**src/rtl/ym3438_host_writer.sv**
```systemverilog
`default_nettype none
// ============================================================================
// ym3438_host_writer : drives the YM3438 CPU port for address/data register
//                      writes, then optionally polls busy until it clears.
// Revision: 1.0
// ============================================================================
module ym3438_host_writer #(
  parameter int SETUP      = 1,
  parameter int STROBE     = 4,
  parameter int GAP        = 2,
  parameter int POLL_LIMIT = 64
) (
  input  logic       MCLK,
  input  logic       reset,
  input  logic       req_valid,
  output logic       req_ready,
  input  logic       req_port,
  input  logic [7:0] req_addr,
  input  logic [7:0] req_data,
  input  logic       req_nopoll,
  output logic       CS,
  output logic       WR,
  output logic       RD,
  output logic [1:0] ADDRESS,
  output logic [7:0] DATA,
  input  logic [7:0] DATA_i,
  output logic       wr_done,
  output logic       wr_timeout,
  output logic       busy_seen
);

  localparam logic [7:0]  c_SETUP_LAST  = 8'(SETUP - 1);
  localparam logic [7:0]  c_STROBE_LAST = 8'(STROBE - 1);
  localparam logic [7:0]  c_GAP_LAST    = 8'(GAP - 1);
  localparam logic [15:0] c_POLL_LIMIT  = 16'(POLL_LIMIT);

  typedef enum logic [3:0] {
    ST_IDLE     = 4'd0,
    ST_A_SETUP  = 4'd1,
    ST_A_STROBE = 4'd2,
    ST_A_GAP    = 4'd3,
    ST_D_SETUP  = 4'd4,
    ST_D_STROBE = 4'd5,
    ST_D_GAP    = 4'd6,
    ST_P_SETUP  = 4'd7,
    ST_P_STROBE = 4'd8,
    ST_P_GAP    = 4'd9
  } state_t;

  state_t      state_q, state_d;
  logic [7:0]  phase_q, phase_d;
  logic [15:0] poll_q, poll_d;
  logic        port_q, port_d;
  logic [7:0]  addr_q, addr_d;
  logic [7:0]  data_q, data_d;
  logic        nopoll_q, nopoll_d;
  logic        busy_q, busy_d;
  logic        done_d, timeout_d;
  logic        cs_d, wr_d, rd_d;
  logic [1:0]  address_d;
  logic [7:0]  bus_d;
  logic        w_unused;

  // Only the busy flag of the status byte is meaningful here.
  assign w_unused = ^DATA_i[6:0];

  always_comb begin
    state_d   = state_q;
    phase_d   = phase_q + 8'd1;
    poll_d    = poll_q;
    port_d    = port_q;
    addr_d    = addr_q;
    data_d    = data_q;
    nopoll_d  = nopoll_q;
    busy_d    = busy_q;
    done_d    = 1'b0;
    timeout_d = 1'b0;
    case (state_q)
      ST_IDLE: begin
        phase_d = 8'd0;
        if (req_valid) begin
          port_d   = req_port;
          addr_d   = req_addr;
          data_d   = req_data;
          nopoll_d = req_nopoll;
          poll_d   = 16'd0;
          state_d  = ST_A_SETUP;
        end
      end
      ST_A_SETUP:  if (phase_q == c_SETUP_LAST)  begin phase_d = 8'd0; state_d = ST_A_STROBE; end
      ST_A_STROBE: if (phase_q == c_STROBE_LAST) begin phase_d = 8'd0; state_d = ST_A_GAP;    end
      ST_A_GAP:    if (phase_q == c_GAP_LAST)    begin phase_d = 8'd0; state_d = ST_D_SETUP;  end
      ST_D_SETUP:  if (phase_q == c_SETUP_LAST)  begin phase_d = 8'd0; state_d = ST_D_STROBE; end
      ST_D_STROBE: if (phase_q == c_STROBE_LAST) begin phase_d = 8'd0; state_d = ST_D_GAP;    end
      ST_D_GAP: begin
        if (phase_q == c_GAP_LAST) begin
          phase_d = 8'd0;
          if (nopoll_q) begin
            state_d = ST_IDLE;
            done_d  = 1'b1;
          end else begin
            state_d = ST_P_SETUP;
          end
        end
      end
      ST_P_SETUP:  if (phase_q == c_SETUP_LAST)  begin phase_d = 8'd0; state_d = ST_P_STROBE; end
      ST_P_STROBE: begin
        if (phase_q == c_STROBE_LAST) begin
          phase_d = 8'd0;
          state_d = ST_P_GAP;
          busy_d  = DATA_i[7];
          poll_d  = poll_q + 16'd1;
        end
      end
      ST_P_GAP: begin
        if (phase_q == c_GAP_LAST) begin
          phase_d = 8'd0;
          // The limit check happens before another poll, so poll_q never wraps.
          if (!busy_q) begin
            state_d = ST_IDLE;
            done_d  = 1'b1;
          end else if (poll_q == c_POLL_LIMIT) begin
            state_d   = ST_IDLE;
            done_d    = 1'b1;
            timeout_d = 1'b1;
          end else begin
            state_d = ST_P_SETUP;
          end
        end
      end
      default: state_d = ST_IDLE;
    endcase
  end

  // Pin values are decoded from the next state so every output is a flop.
  always_comb begin
    cs_d      = !(state_d inside {ST_A_SETUP, ST_A_STROBE, ST_D_SETUP, ST_D_STROBE,
                                  ST_P_SETUP, ST_P_STROBE});
    wr_d      = !(state_d inside {ST_A_STROBE, ST_D_STROBE});
    rd_d      = (state_d != ST_P_STROBE);
    address_d = ADDRESS;
    bus_d     = DATA;
    case (state_d)
      ST_A_SETUP: begin address_d = {port_d, 1'b0}; bus_d = addr_d; end
      ST_D_SETUP: begin address_d = {port_d, 1'b1}; bus_d = data_d; end
      ST_P_SETUP: address_d = 2'b00;
      default: ;
    endcase
  end

  always_ff @(posedge MCLK) begin
    if (reset) begin
      state_q    <= ST_IDLE;
      phase_q    <= 8'd0;
      poll_q     <= 16'd0;
      port_q     <= 1'b0;
      addr_q     <= 8'd0;
      data_q     <= 8'd0;
      nopoll_q   <= 1'b0;
      busy_q     <= 1'b0;
      req_ready  <= 1'b1;
      CS         <= 1'b1;
      WR         <= 1'b1;
      RD         <= 1'b1;
      ADDRESS    <= 2'b00;
      DATA       <= 8'd0;
      wr_done    <= 1'b0;
      wr_timeout <= 1'b0;
    end else begin
      state_q    <= state_d;
      phase_q    <= phase_d;
      poll_q     <= poll_d;
      port_q     <= port_d;
      addr_q     <= addr_d;
      data_q     <= data_d;
      nopoll_q   <= nopoll_d;
      busy_q     <= busy_d;
      req_ready  <= (state_d == ST_IDLE);
      CS         <= cs_d;
      WR         <= wr_d;
      RD         <= rd_d;
      ADDRESS    <= address_d;
      DATA       <= bus_d;
      wr_done    <= done_d;
      wr_timeout <= timeout_d;
    end
  end

  assign busy_seen = busy_q;

endmodule
`default_nettype wire
```
**config.mk**
```make
export PLATFORM = sky130hd
export DESIGN_NAME = ym3438_host_writer
export DESIGN_NICKNAME = d
export VERILOG_FILES = /design/src/rtl/ym3438_host_writer.sv
export SDC_FILE = /design/constraint.sdc
export NUM_CORES = 1
export LEC_CHECK = 0
export CELL_PAD_IN_SITES_DETAIL_PLACEMENT = 1
export CELL_PAD_IN_SITES_GLOBAL_PLACEMENT = 2
export CORE_MARGIN = 5
export CORE_UTILIZATION = 34
export CTS_BUF_LIST = sky130_fd_sc_hd__clkbuf_4
export DETAILED_ROUTE_END_ITERATION = 12
export PLACE_DENSITY = 0.88
export SYNTH_ARGS = -nofsm -noshare
export SYNTH_HDL_FRONTEND = slang
export SYNTH_SLANG_ARGS = --single-unit
```
**constraint.sdc**
```tcl
create_clock -name MCLK -period 2.6 [get_ports MCLK]
set_input_delay 0.78 -clock MCLK [delete_from_list [all_inputs] [get_ports MCLK]]
set_output_delay 0.78 -clock MCLK [all_outputs]
set_load 0.05 [all_outputs]
```
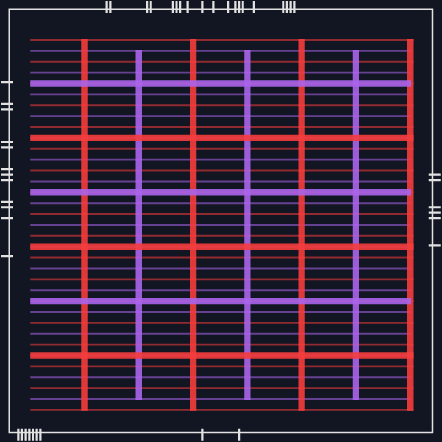
Fig. 1. Floorplan with the power grid.
(4 px per um) Pins as bars on the die edge.
VDD -> purple
VSS -> red
met4 straps = 7
met5 straps = 6
rows = 34
met1 rails = 35
signal pins = 46

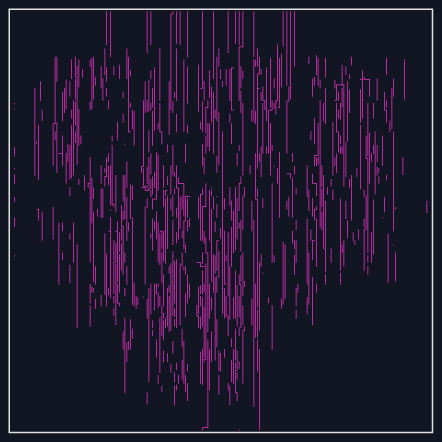
Fig. 2. Signal wires on met2.
(4 px per um)
longest straight run = 46.6 um
main direction = vertical

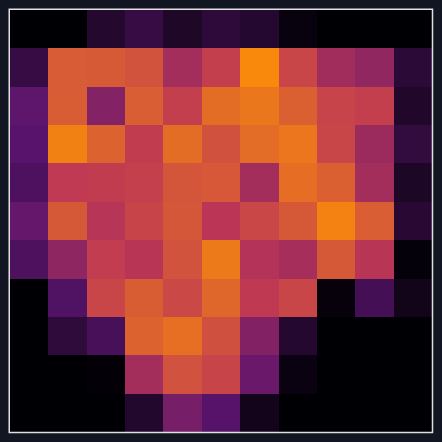
Fig. 3. Cell area per tile.
(4 px per um) The die is cut into 11 by 11 equal tiles; black is low, pale yellow is high, 0 to 100% covered.
fullest tile = 74%
nearly empty tiles = 21%
densest ninth of the die = centre
mean over tiles = 35%

==> deck_impl_summary.md <==
Key Metrics from the Run

Floorplanning
  • Number of top-level pins: 46
  • Chip height: 105.4 um
  • Chip Area: 0.01111 sq mm

GRT
  • Fraction of met2 tracks used by global routing: 25.18%
  • Global-route congestion overflow total: 0
  • Met3 Track Usage GR: 3.545%
  • Met1 layer usage reported by global route: 19.22%
  • GRT Util Overall: 15.04%

Worst setup path
  • Setup crit end: DATA[1]
  • Worst setup SP type: flop
  • Worst-case register-to-register setup slack: 0.11 ns
  • Crit path capture type: flop
  • Cell breakdown of the critical path: nor4_4, buf_4, nand3_1, mux2i_1, o2111a_2, nand3_2, nor3b_2, a221o_1
  • CP Data Arrival Time: 2.79 ns
  • Startpoint-to-endpoint class of the critical path: reg -> reg
  • Highest-delay cell along the critical path: sky130_fd_sc_hd__dfxtp_1

Power and ir drop
  • Power per unit of standard cell area: 593.9 mW/mm^2
  • Relative contribution of the clock network to total power: 33.1%
  • Net switching power: 0.0007163 W
  • Share of power burned in registers: 44.6%
  • Combinational Power Share: 22.3%

Job
  • Number of warnings in the stage logs: 36
  • Count of maximum capacitance violations: 0

Final timing
  • Final critical-path required period: 2.489 ns
  • Setup violations, final: 0
  • Slew @ Worst Pin: 0.7608 ns
  • RSZ-0062 raised after global routing: false
  • Slew margin rel.: 49.28%

Synth
  • Post-synth EDFFs: 0
  • Adders+Majority by Area: 2.021%
  • Fraction of synthesized area in multiplexers: 7.801%
  • Number of standard cells after synthesis: 348
  • Fraction of registers with async set or reset after synthesis: 0%
  • Largest family of logic cells by area: simple AND/OR/NAND/NOR gates
  • Synthesized-area fraction occupied by ao, oa, aoi and oai cells: 13.10%
  • Post-synth net total: 382
  • Post-synthesis simple-gate area fraction: 27.12%
  • Synthesis area per yosys: 0.003095 sq mm
  • Total standard cell area after synthesis: 0.003095 sq mm

Run status
  • Status: complete, no violations

Final layout
  • Flop count: 63
  • Fill count: 1025
  • Signal buf overhead: 16.15%
  • Net count reported at finish: 440
  • Clock Buffer Count: 9
  • Biggest Area Class: multi-input combinational cells
  • Logic area: 0.001723 sq mm

Place
  • DP HPWL: 5.875 mm
  • Buffers added on ports: 38

Min path
  • Number of cells on the worst hold path: 2
  • Worst min-delay path endpoint: DATA[6]
  • Worst min-delay path class: reg -> reg

Clock network
  • CTS buffer count: 9
  • Setup Fix Bufs, Post-CTS: 1
  • Clock tree from TritonCTS: done
  • Clock tree root driver cell: sky130_fd_sc_hd__clkbuf_4
  • Clock-pin slew reported for the worst setup and hold paths after clock tree synthesis: 0.12 ns
  • Maximum level of the CTS H-tree: 3

Routing
  • Top metal layer carrying routed signals: met4
  • Total length of routed met3 wires: 263 um
  • Post-DR vias/cell: 5.260
  • Number of vias in the routed layout: 2730
  • DR iter-0 viols: 102
  • Pre-antenna DRT Iters: 4
  • DRC viols: 0
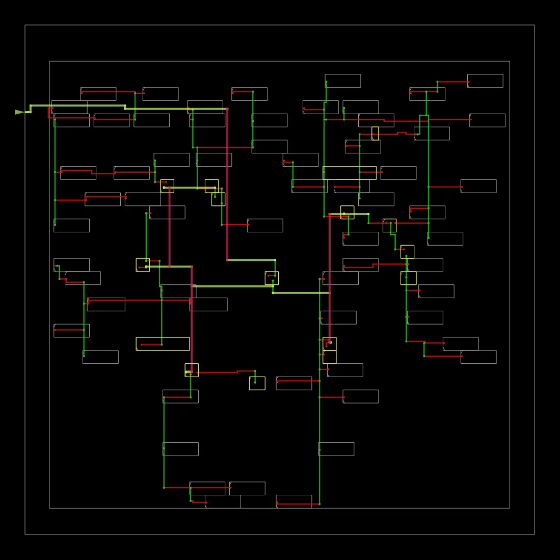
Fig. 4. Clock routing.
Clock net power: 0.000781 W
clock latency on the worst-skew pair: 0.40 ns
Clock Sinks: 63
worst-case clock skew: 0.01631 ns

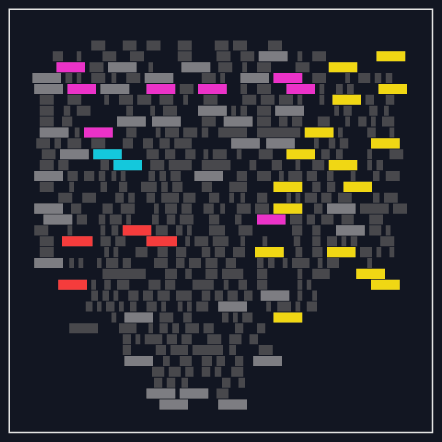
Fig. 5. Register map, names as in the netlist.
(4 px per um) Other sequential cells in the stronger grey, the rest of the logic in the fainter grey.
ADDRESS -> cyan  # sequential cells 2
addr_q -> magenta  # sequential cells 8
state_q -> red  # sequential cells 4, where middle left
poll_q -> yellow  # sequential cells 16
not coloured = 33
Util after Layout: 45.06%
sequential-cell power consumption: 0.00105 W
register share of the cell area: 31.85%

sequential cells by signal, indices dropped and copies added, names as in the netlist, 2 cells and up:
name,flops
phase_q,8
ADDRESS,2
DATA,8
state_q,4
addr_q,8
poll_q,16
data_q,8
metrics by stage:
step	area, sq um	worst slack (ns)	TNS (ns)	total power, W	hold WS (ns)
finish	3968	0.1113	0	0.002356	0.5088
CTS	3951	0.01632	0	0.002386	0.5132
global route	3968	0.01669	0	0.002480	0.5264
floorplan	3095	0.2448	0	0.001392	0.4593
global placement	3777	-0.2949	-2.438	0.001582	0.4723
detailed placement	3777	-0.2948	-2.231	0.001592	0.4876
power groups by stage:
stage	registers, W	clock network, W	logic (W)
floorplan	0.00114	0	0.000249
global placement	0.00107	0	0.000512
detailed placement	0.00107	0	0.000521
CTS	0.00105	0.000810	0.000525
global route	0.00106	0.000856	0.000567
finish	0.00105	0.000781	0.000525
synth_stat cells, types with 6 or more instances:
cell,n,area [sq um]
sky130_fd_sc_hd__dfxtp_1,63,1261
sky130_fd_sc_hd__nand2b_1,6,37.54
sky130_fd_sc_hd__xnor2_1,10,87.58
sky130_fd_sc_hd__nor2_1,52,195.2
sky130_fd_sc_hd__xor2_1,8,70.07
sky130_fd_sc_hd__a21oi_1,15,75.07
sky130_fd_sc_hd__nand4_1,8,50.05
sky130_fd_sc_hd__buf_2,9,45.04
sky130_fd_sc_hd__inv_1,11,41.29
sky130_fd_sc_hd__nand3_1,16,80.08
sky130_fd_sc_hd__nor3_1,8,40.04
sky130_fd_sc_hd__mux2i_1,23,230.2
sky130_fd_sc_hd__o21ai_0,8,40.04
sky130_fd_sc_hd__nand2_1,15,56.30
sky130_fd_sc_hd__and2_1,12,75.07
sky130_fd_sc_hd__clkbuf_1,8,30.03
Power and IR drop assume default switching activity.
